==> config.mk <==
export PLATFORM = sky130hd
export DESIGN_NAME = shift_unit_seq
export DESIGN_NICKNAME = d
export VERILOG_FILES = /design/src/rtl/shift_unit_seq_pkg.sv /design/src/rtl/shift_unit_seq_step.sv /design/src/rtl/shift_unit_seq.sv
export SDC_FILE = /design/constraint.sdc
export NUM_CORES = 1
export LEC_CHECK = 0
export ABC_AREA = 1
export CAP_MARGIN = 20
export CORE_MARGIN = 5
export CORE_UTILIZATION = 59
export CTS_BUF_LIST = sky130_fd_sc_hd__clkbuf_8
export CTS_CLUSTER_SIZE = 30
export DETAILED_ROUTE_END_ITERATION = 10
export PLACE_DENSITY = 0.82
export SLEW_MARGIN = 20
export SYNTH_ARGS = -nofsm -noshare
export SYNTH_HDL_FRONTEND = slang
export SYNTH_SLANG_ARGS = --single-unit
export TNS_END_PERCENT = 20
==> constraint.sdc <==
create_clock -name clk -period 4 [get_ports clk]
set_clock_uncertainty 0.1 [all_clocks]
set_input_delay 0.6 -clock clk [delete_from_list [all_inputs] [get_ports clk]]
set_output_delay 0.6 -clock clk [all_outputs]
set_load 0.005 [all_outputs]
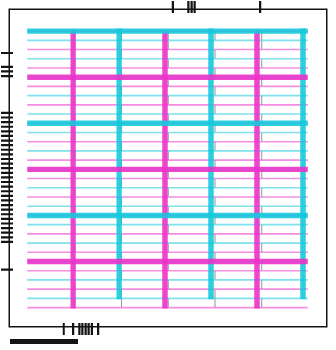
*Power grid*
The bar under the picture is 20 um long. Pins as bars on the die edge. Tap cells in grey.
Magenta stands for VSS. Cyan stands for VDD.
31 met1 rails follow the rows. The core has 30 rows.
Core ar.: 6756 um2
worst IR drop on VDD: 576.5 uV
Die X: 93.28 um

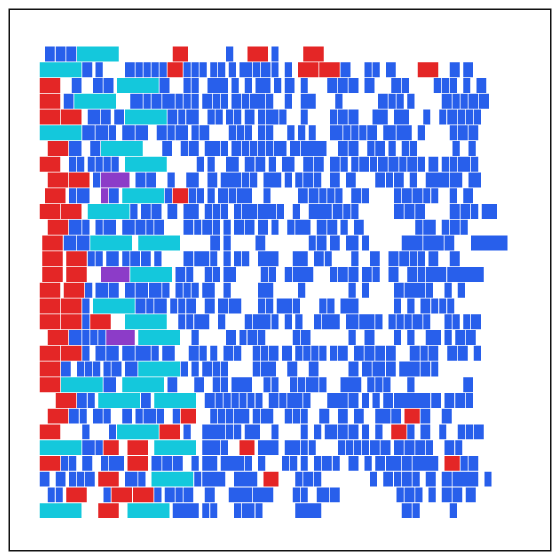
*Cell classes on the final placement*
Blue stands for all other logic, cells 677, share of their area 75%. Purple stands for clock drivers and dummy loads, cells 4, share of their area 1.0%. Red stands for other buffers and delay cells, cells 56, share of their area 12%. Cyan stands for flip-flops, cells 27, share of their area 12%.
Seq area share: 11.95%
final instance area: 4523 um2

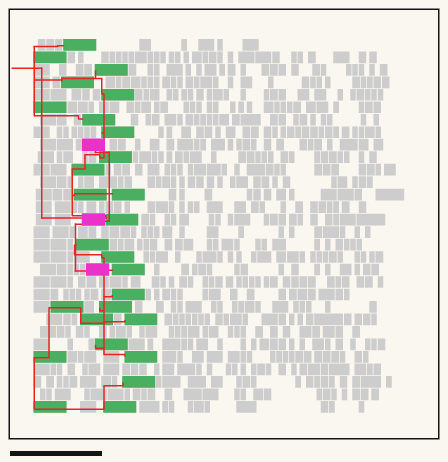
*Clock network drawn from the DEF*
The bar under the picture is 20 um long.
Magenta stands for cells driving clock nets, count 3. Green stands for flip-flops, count 27. Red stands for clock wires, length 318 um.
There are 4 routed clock nets.
clk_lat worst skew: 0.28 ns
clock share of power: 3.6%
Clk. pwr: 0.154 mW

==> CHANGELOG.md <==
### Changed

- Synth top cell by count: nand2_1
- Post-Syn Nets: about 780
- Hpwl dp: about 12000 um
- Required time of the critical path: a little over 4 ns
- Crit path DAT: about 3.7 ns
- Lkg Pwr: ~2.0 nW
- Root Buffer: clkbuf_8
- Num CTS Buffers: 3
- Inverters: around 56
- Global-route wire length before repair: ~26000 um
- DR top layer: met4
- DRC viols: 0
- Area of the die: around 8700 um2
- Max incr delay on CP: 0.46 ns
- Most frequent cells in the layout: nand2_1, nand3_1, inv_1
- MI comb cells: slightly above 600
- Flop pwr share: between 10% and 20%
- ANT cells: 0
- Dpl cell area: about 4500 um2
- Synth Area per Inst: between 5 and 6 um2
- Largest cell class by area: logic gates
- Vias in the first global route: 5216
- Fmax achieved: approximately 280 MHz
- Max reg flops: 16
- Status: complete, no violations
- Worst Setup End Kind: flop
- Cell taking the most area after synthesis: nand2_1
- Aoi share: between 10% and 20%
- Final Hold Viols: 0
No activity file was given, so power comes from the tool's default toggle rates.
